<file path="src/rtl/pla_seq_pkg.sv">
// Shared widths, reset state and PLA field positions
// for the PLA-driven FSM sequencer.
package pla_seq_pkg;

  localparam int P_STATE_W = 7;
  localparam int P_SYM_W   = 2;
  localparam int P_OUT_W   = 2;
  localparam int P_CNT_W   = 16;

  localparam logic [P_STATE_W-1:0] P_RESET_STATE = 7'b000_0001;

  localparam int X_SYM_LSB   = 0;
  localparam int X_STATE_LSB = P_SYM_W;
  localparam int Z_SYM_LSB   = 0;
  localparam int Z_STATE_LSB = P_OUT_W;

  localparam int X_W = P_STATE_W + P_SYM_W;
  localparam int Z_W = P_STATE_W + P_OUT_W;

endpackage

</file>
<file path="src/rtl/pla_fsm_sequencer_onehot_check.sv">
// One-hot legality check: flags a zero-hot or
// multi-hot state vector.
module onehot_check #(
  parameter int W = 7
) (
  input  logic [W-1:0] vec_i,
  output logic         is_zero,
  output logic         is_multi
);

  logic [W-1:0] low_clr;

  // Clearing the lowest set bit leaves zero only for one-hot or zero.
  assign low_clr  = vec_i & (vec_i - W'(1));
  assign is_zero  = (vec_i == '0);
  assign is_multi = (low_clr != '0);

endmodule

</file>
<file path="src/rtl/pla_fsm_sequencer.sv">
// Clocked wrapper that runs an external next-state PLA
// as a one-hot FSM with a valid/ready result stream.
module pla_fsm_sequencer
  import pla_seq_pkg::*;
#(
  parameter int STATE_W = P_STATE_W,
  parameter int SYM_W   = P_SYM_W,
  parameter int OUT_W   = P_OUT_W,
  parameter logic [STATE_W-1:0] RESET_STATE =
    STATE_W'(P_RESET_STATE),
  parameter int CNT_W   = P_CNT_W
) (
  input  logic                     clk,
  input  logic                     rst_n,
  input  logic                     restart,
  input  logic                     in_valid,
  output logic                     in_ready,
  input  logic [SYM_W-1:0]         in_sym,
  output logic                     out_valid,
  input  logic                     out_ready,
  output logic [OUT_W-1:0]         out_sym,
  output logic                     out_err,
  output logic [STATE_W+SYM_W-1:0] pla_x,
  input  logic [STATE_W+OUT_W-1:0] pla_z,
  output logic [STATE_W-1:0]       state,
  output logic                     err_sticky,
  input  logic                     err_clr,
  output logic [CNT_W-1:0]         sym_count
);

  logic [STATE_W-1:0] state_q, state_d;
  logic               valid_q, valid_d;
  logic [OUT_W-1:0]   sym_q, sym_d;
  logic               err_q, err_d;
  logic               sticky_q, sticky_d;
  logic [CNT_W-1:0]   cnt_q, cnt_d;

  logic [STATE_W-1:0] z_state;
  logic [OUT_W-1:0]   z_sym;
  logic               is_zero, is_multi, illegal;
  logic               accept;

  assign pla_x   = {state_q, in_sym};
  assign z_state = pla_z[OUT_W +: STATE_W];
  assign z_sym   = pla_z[OUT_W-1:0];

  onehot_check #(.W(STATE_W)) u_chk (
    .vec_i    (z_state),
    .is_zero  (is_zero),
    .is_multi (is_multi)
  );

  assign illegal = is_zero | is_multi;

  always_ff @(posedge clk) begin
    if (!rst_n) begin
      state_q  <= RESET_STATE;
      valid_q  <= 1'b0;
      sym_q    <= '0;
      err_q    <= 1'b0;
      sticky_q <= 1'b0;
      cnt_q    <= '0;
    end else begin
      state_q  <= state_d;
      valid_q  <= valid_d;
      sym_q    <= sym_d;
      err_q    <= err_d;
      sticky_q <= sticky_d;
      cnt_q    <= cnt_d;
    end
  end

  always_comb begin
    state_d  = state_q;
    valid_d  = valid_q;
    sym_d    = sym_q;
    err_d    = err_q;
    sticky_d = sticky_q;
    cnt_d    = cnt_q;
    if (err_clr) sticky_d = 1'b0;
    if (restart) begin
      state_d = RESET_STATE;
      valid_d = 1'b0;
      cnt_d   = '0;
    end else if (accept) begin
      // Illegal next states never reach the state register.
      state_d = illegal ? RESET_STATE : z_state;
      sym_d   = z_sym;
      err_d   = illegal;
      valid_d = 1'b1;
      cnt_d   = cnt_q + CNT_W'(1);
      if (illegal) sticky_d = 1'b1;
    end else if (valid_q && out_ready) begin
      valid_d = 1'b0;
    end
  end

  always_comb begin
    in_ready = rst_n && !restart && (!valid_q || out_ready);
    accept   = in_valid && in_ready;
  end

  assign out_valid  = valid_q;
  assign out_sym    = sym_q;
  assign out_err    = err_q;
  assign state      = state_q;
  assign err_sticky = sticky_q;
  assign sym_count  = cnt_q;

endmodule

</file>
<file path="config.mk">
export PLATFORM = sky130hd
export DESIGN_NAME = pla_fsm_sequencer
export DESIGN_NICKNAME = d
export VERILOG_FILES = /design/src/rtl/pla_seq_pkg.sv /design/src/rtl/pla_fsm_sequencer_onehot_check.sv /design/src/rtl/pla_fsm_sequencer.sv
export SDC_FILE = /design/constraint.sdc
export NUM_CORES = 1
export LEC_CHECK = 0
export ABC_AREA = 1
export CAP_MARGIN = 20
export CORE_MARGIN = 4
export CORE_UTILIZATION = 28
export DETAILED_ROUTE_END_ITERATION = 12
export HOLD_SLACK_MARGIN = 0.12
export PLACE_DENSITY_LB_ADDON = 0.12
export SYNTH_ARGS = -nofsm -noshare
export SYNTH_HDL_FRONTEND = slang
export SYNTH_HIERARCHICAL = 1
export SYNTH_SLANG_ARGS = --single-unit
</file>
<file path="constraint.sdc">
create_clock -name clk -period 2.3 [get_ports clk]
set_clock_uncertainty 0.1 [all_clocks]
set_input_delay 0.46 -clock clk [delete_from_list [all_inputs] [get_ports clk]]
set_output_delay 0.46 -clock clk [all_outputs]
set_load 0.05 [all_outputs]
</file>
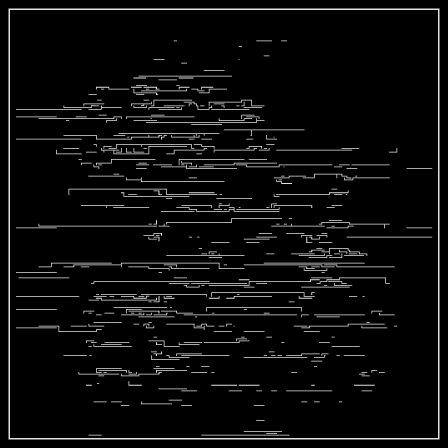
(run_1/m1.png)
longest straight run: 21.6 um
main direction: horizontal
share of all routed wire: 52%
nets with wire on the layer: 239
wire length on this layer: 1780 um

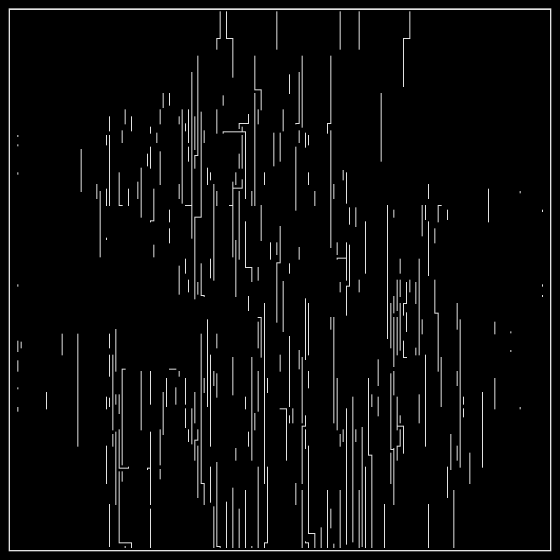
(run_1/m2.png)
nets with wire on the layer: 198
share of all routed wire: 43%

==> results_dict.tcl, run 1 <==
# place-and-route summary
set metrics [dict create \
    outcome "completed" \
    switchingPower_uw 213 \
    crit_cells 1 \
    crit_arrival_ns 1.53 \
    seq_area_frac 0.285 \
    grt_overflow_total 0 \
    h-tree-depth 1 \
    worstMarginPinSlew_ns 0.517 \
    place.gp.congestion 0.736 \
    ys_area_um2 1400 \
    num-nonclk-buffers 54 \
    cts_inserted_buffers 3 \
    hold_viol_final 0 \
    buffer_area_frac 0.275 \
    grt_max_degree 18 \
    maxCapViolations 0 \
    ys_ff 28 \
    core-area_um2 4790 \
    final_common_cell "nand2_1" \
    postCtsSetupRepairBufs 0 \
    comb_area_um2 663 \
    drive_gt1_frac 0.0782 \
    clock.fmax_mhz 480 \
    taps 67 \
    ant_nets 0 \
    grt_pass1_vias 1215 \
]
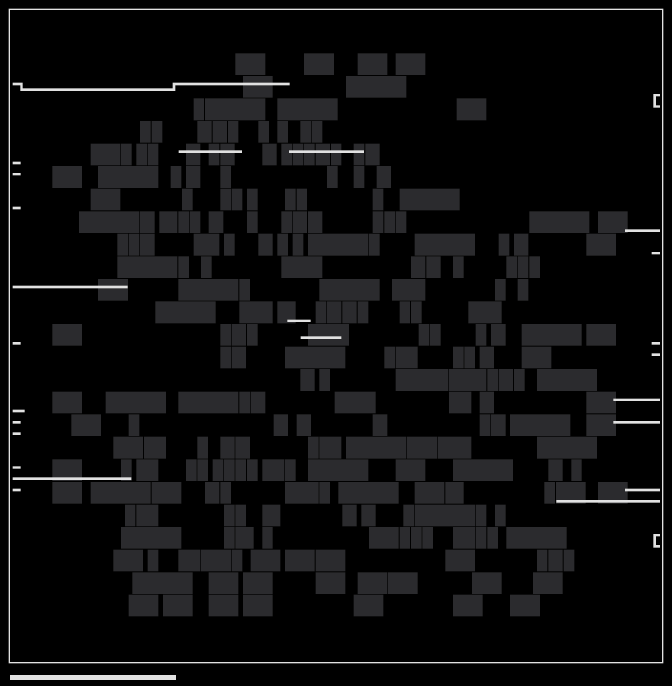
(run_1/m3.png)
Bar = 20 um. Cells faint in the background.
wire length on this layer: 129 um
share of all routed wire: 3.8%
nets with wire on the layer: 25
longest straight run: 18.4 um

## run 1: cell usage after synthesis
cell type   n  share of area
nand2_1    51           0.14
nor2_1     30          0.081
dfxtp_1    28           0.40
inv_1      17          0.046
a21oi_1    14          0.050
nand3_1    13          0.047
buf_4       9          0.048
nor3_1      6          0.022
nor2_4      5          0.040
a22oi_1     4          0.022
o21ai_1     4          0.014
nor2_2      3          0.013
buf_6       2          0.016
inv_2       2         0.0054
o21ai_0     2         0.0072
buf_1       1         0.0027
clkbuf_1    1         0.0027
clkinv_1    1         0.0027
ha_1        1         0.0090
nand3_4     1          0.013
nand4_1     1         0.0045
o21a_1      1         0.0054
o22ai_1     1         0.0045
xnor2_1     1         0.0063
## run 1: worst register-to-register path, cell delays in order (launching register included)
cell and delay [ns]:
dfxtp_1 0.39, ha_1 0.19, nand2_1 0.10, nor2_1 0.10
nand2_1 0.08, nor2_4 0.21, nand2_1 0.10, nor3_1 0.16
nor2_1 0.06
## run 1: per-layer routing
metal | track usage | vias up | part of all wire
li1 | - | 715 | -
met1 | 0.159 | 580 | 0.52
met2 | 0.177 | 26 | 0.43
met3 | 0.0264 | 2 | 0.038
met4 | 0.0367 | 0 | 0.0082
met5 | 0 | - | 0
## run 1: stage by stage
step / area, um2 / instances / total power (uW)
2_1_floorplan: 1400 / 199 / 576
3_3_place_gp: 1920 / 307 / 622
3_5_place_dp: 1920 / 307 / 622
4_1_cts: 1960 / 310 / 883
5_1_grt: 1960 / 310 / 912
6_report: 1960 / 310 / 869
## run 1: flip-flops by register name, summed over array words and instances (netlist names)
| register | count |
|---|---|
| out_err | 1 |
| out_sym | 2 |
| err_sticky | 1 |
| sym_count | 16 |
| out_valid | 1 |
| state | 7 |
--- run 2 (diff from run 1) ---
- SLEW_MARGIN: default -> 25
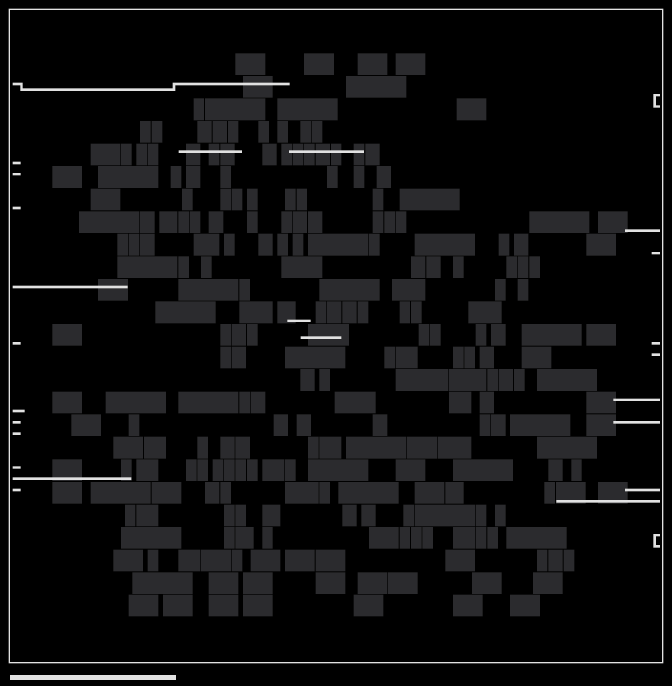
(run_2/m3.png)
Bar = 20 um. Cells faint in the background.
nets with wire on the layer: 25
longest straight run: 18.4 um
share of all routed wire: 3.8%
wire length on this layer: 129 um
routed wire length: 3430 um
met3 global-route usage: 0.0264
DR vias: 1323

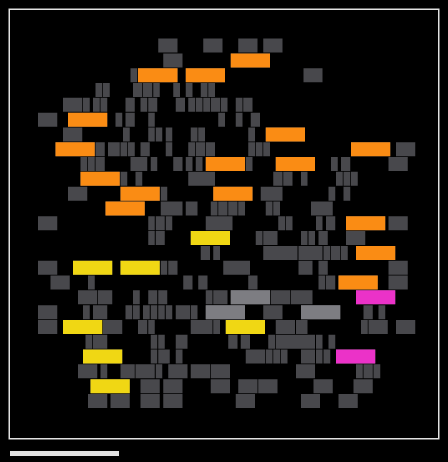
(run_2/ff_map.png)
Bar = 20 um.
legend:
  magenta:
    name_in_the_netlist: out_sym
    sequential_cells: 2
  orange:
    name_in_the_netlist: sym_count
    sequential_cells: 16
  yellow:
    name_in_the_netlist: state
    sequential_cells: 7
    where: south-west
not coloured: 3
final core occ: 0.410
Register Area: 561 um2
Seq area share: 0.285
seq pwr: 493 uW

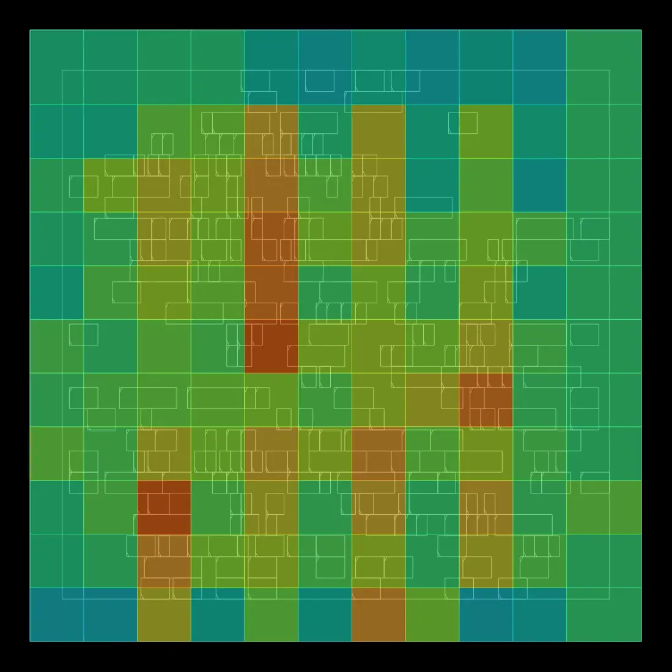
(run_2/congestion_map.png)
met1 Usage GRT: 0.159
total track usage: 0.115
routed len/inst: 11.1 um

==> run 2 against run 1 <==
Effect of this change: clock-buffer cell count unchanged; area after synthesis unchanged; synthesized cell count unchanged; cell count unchanged; via count unchanged; worst hold slack unchanged; sequential power about the same; sequential cell count unchanged; register-to-register slack about the same; critical endpoint unchanged; largest power group unchanged.
==> results_dict.tcl, run 2 <==
# place-and-route summary
set metrics [dict create \
    outcome "completed" \
    holdBufCountCts 0 \
    h-tree-depth 1 \
    io-pin-count 55 \
    yosysTopAreaCell "dfxtp_1" \
    hold_viol_final 0 \
    ys_top_cells_by_area "dfxtp_1, nand2_1, nor2_1" \
    ys_ff 28 \
    synth_cells 199 \
    worstMarginPinSlew_ns 0.517 \
    ys_area_um2 1400 \
    antenna_found_initial 0 \
    grt_pass1_vias 1215 \
    synth-async-reset-ratio 0 \
    fp-row-count 25 \
    yosysMostFrequentCell "nand2_1" \
    synthXorXnorAreaFrac 0.00627 \
    maxCapViolations 0 \
    cp_num_buf_inv 1 \
    postSynthSeqShare 0.401 \
    slew_headroom 0.654 \
    drive_gt1_frac 0.0782 \
    synthFlopType "dfxtp_1" \
    largest_register_ffs 16 \
    rrSetupSlack_ns 0.71 \
    seqPwrFrac 0.567 \
    setup_viol 0 \
    final_common_cell "nand2_1" \
    setup_slack_ns 0.215 \
    place.gp.congestion 0.736 \
    drv_slew 0 \
    yosysTopAreaCellShare 0.401 \
    postCtsSetupRepairBufs 0 \
    post_cts_resized 0 \
    crit_chain "clkdlybuf4s50_1" \
    ant_nets 0 \
    leakagePower_uw 0.000703 \
    ys_sh_aoi 0.103 \
    clock.fmax_mhz 480 \
    cts_inserted_buffers 3 \
    synthTopCellsByCount "nand2_1, nor2_1, dfxtp_1, inv_1, a21oi_1" \
    synth-edff-count 0 \
    switchingPower_uw 213 \
    grt_max_degree 18 \
    core-area_um2 4790 \
    grt_overflow_total 0 \
    crit_arrival_ns 1.53 \
]
==> run 2: cell counts after synthesis <==
No cell type changed its count.
==> run 2: path summary, 6_finish.rpt <==
check                                  from                          to  depth (start not counted)
setup / recovery  sym_count[9]$_SDFFE_PP0P_                sym_count[9]                          1
hold / removal    sym_count[4]$_SDFFE_PP0P_   sym_count[4]$_SDFFE_PP0P_                          2
setup reg to reg  sym_count[1]$_SDFFE_PP0P_  sym_count[10]$_SDFFE_PP0P_                          8
hold reg to reg   sym_count[4]$_SDFFE_PP0P_   sym_count[4]$_SDFFE_PP0P_                          2
==> run 2: per-stage QoR <==
stage / power, uW / cell area, um2 / std cells
after floorplan: 576 / 1400 / 199
after global placement: 622 / 1920 / 307
after detailed placement: 622 / 1920 / 307
after CTS: 883 / 1960 / 310
after global routing: 912 / 1960 / 310
final: 869 / 1960 / 310
==> run 2: layer usage <==
metal | track usage | up-vias | share of wire
met5 | 0 | - | 0
met1 | 0.159 | 580 | 0.52
met2 | 0.177 | 26 | 0.43
met3 | 0.0264 | 2 | 0.038
li1 | - | 715 | -
met4 | 0.0367 | 0 | 0.0082
==> run 2: area by class of cell <==
cell class                      count  area (um2)
Multi-Input combinational cell    138         663
Fill cell                         514        2820
Sequential cell                    28         561
Timing Repair Buffer               54         541
Tap cell                           67        83.8
Clock buffer                        3        41.3
Inverter                           20        75.1
==> run 2: power groups by stage <==
stage / logic, uW / registers, uW / clock network [uW]
2_1_floorplan: 54.4 / 522 / 0
3_3_place_gp: 118 / 504 / 0
3_5_place_dp: 118 / 504 / 0
4_1_cts: 118 / 493 / 272
5_1_grt: 125 / 493 / 293
6_report: 117 / 493 / 260
==> run_2/m1.png <==
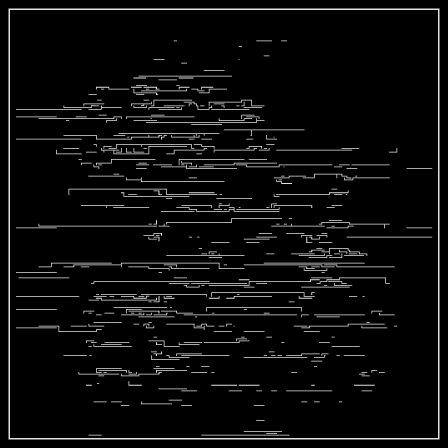

--- run 3 (diff from run 2) ---
- CAP_MARGIN: 20 -> default
- clock period: 2.3 -> 2.45 ns (I/O delays scaled with it)
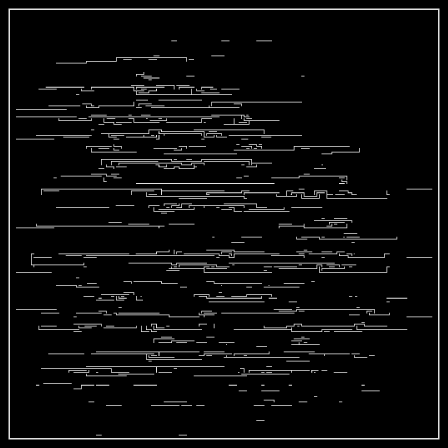
(run_3/m1.png)
wire length on this layer: 1840 um
longest straight run: 25.3 um

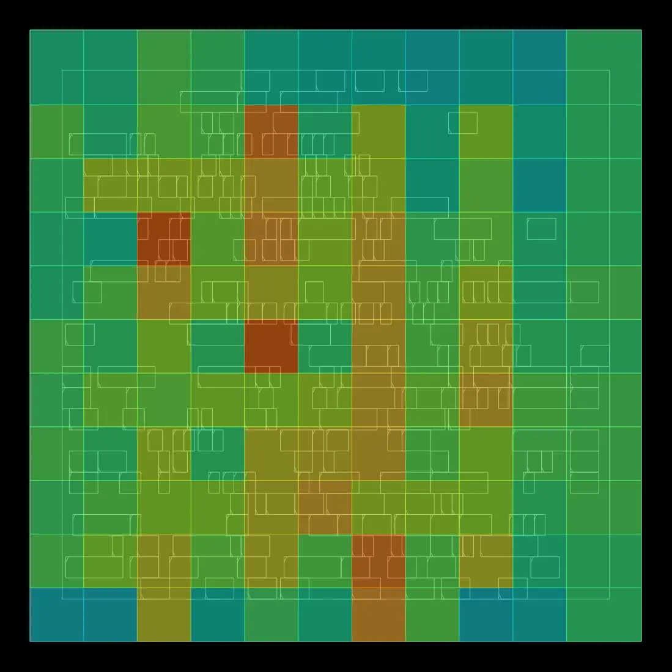
(run_3/congestion_map.png)
met1 Usage GRT: 0.169
met3 global-route usage: 0.0183
M2 GR Usage: 0.191

==> run 3 against run 2 <==
Effect of this change: worst setup slack better by 0.092 ns; die area unchanged; first-iteration DRC count down 33%; largest power group unchanged; critical path depth unchanged; critical endpoint is now sym_count[5]; register-to-register slack better by 0.15 ns; via count down 0.76%; core utilization up 0.63 points; sequential cell count unchanged; final area up 1.5%; area after synthesis unchanged; non-clock buffer count unchanged; cell count up 0.32%.
==> results_dict.tcl, run 3 <==
# place-and-route summary
set metrics [dict create \
    cp_num_buf_inv 1 \
    drive_gt1_frac 0.0820 \
    p_clk_uw 375 \
    crit_arrival_ns 1.55 \
    h-tree-depth 1 \
    synth-edff-count 0 \
    place.gp.congestion 0.722 \
    io-pin-count 55 \
    synth-async-reset-ratio 0 \
    seq_area_um2 561 \
    leakagePower_uw 0.000717 \
    grt_max_degree 18 \
    pg_seq_uw 463 \
    powerComb_uw 110 \
    largest_register_ffs 16 \
    setup_viol 0 \
    yosysMostFrequentCell "nand2_1" \
    fin_area_um2 1990 \
    fp-row-count 25 \
    outcome "completed" \
    grt_usage 0.124 \
    switchingPower_uw 223 \
    worstMarginPinSlew_ns 0.515 \
    postSynthSeqShare 0.401 \
    yosysTopAreaCell "dfxtp_1" \
]
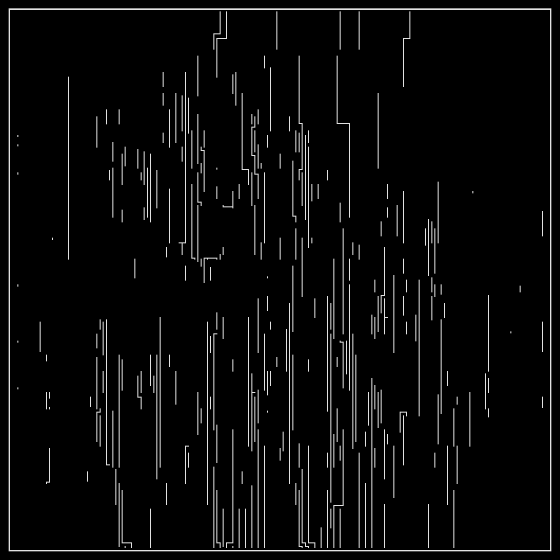
(run_3/m2.png)
routed wire length: 3560 um
DR vias: 1313

## run 3: layout make-up
cell class                 count  share of cell area
multi-input combinational    138               0.332
sequential                    28               0.281
timing repair buffer          54               0.271
tap                           67              0.0420
inverter                      20              0.0376
clock buffer                   3              0.0207
clock inverter                 1              0.0151
## run 3: layer usage
layer | GRT usage | routed length (um) | part of all wire
met1 | 0.169 | 1840 | 0.52
met2 | 0.191 | 1540 | 0.43
met3 | 0.0183 | 110 | 0.031
met4 | 0.0577 | 63 | 0.018
met5 | 0 | 0 | 0
## run 3: worst paths after layout
| check | from | end | slack (ns) |
|---|---|---|---|
| worst max-delay path | sym_count[5]$_SDFFE_PP0P_ | sym_count[5] | 0.31 |
| worst min-delay path | sym_count[4]$_SDFFE_PP0P_ | sym_count[4]$_SDFFE_PP0P_ | 0.36 |
| worst max register to register | sym_count[1]$_SDFFE_PP0P_ | sym_count[10]$_SDFFE_PP0P_ | 0.86 |
| worst min register to register | sym_count[4]$_SDFFE_PP0P_ | sym_count[4]$_SDFFE_PP0P_ | 0.36 |
## run 3: cells by family after synthesis
kind of cell | share of synthesized area
adder cells (fa/ha/maj) | 0.00896
XOR/XNOR | 0.00627
AND/OR/NAND/NOR | 0.357
buffers and inverters | 0.124
AND-OR/OR-AND | 0.103
flip-flops | 0.401
## run 3: metrics by stage
step                      utilization  total power [uW]  instances  hold slack (ns)
after floorplan                     -               541        199            0.504
after global placement          0.402               584        307            0.352
after detailed placement        0.402               584        307            0.356
after CTS                       0.417               965        311            0.372
after global routing            0.417               998        311            0.393
final                           0.417               948        311            0.364
## run 3: worst register-to-register path: stages, from the launching register on
cell     delay (ns)
dfxtp_1        0.39
ha_1           0.19
nand2_1        0.10
nor2_1         0.10
nand2_1        0.09
nor2_4         0.21
nand2_1        0.10
nor3_1         0.14
nor2_1         0.06
Power and IR drop assume default switching activity.
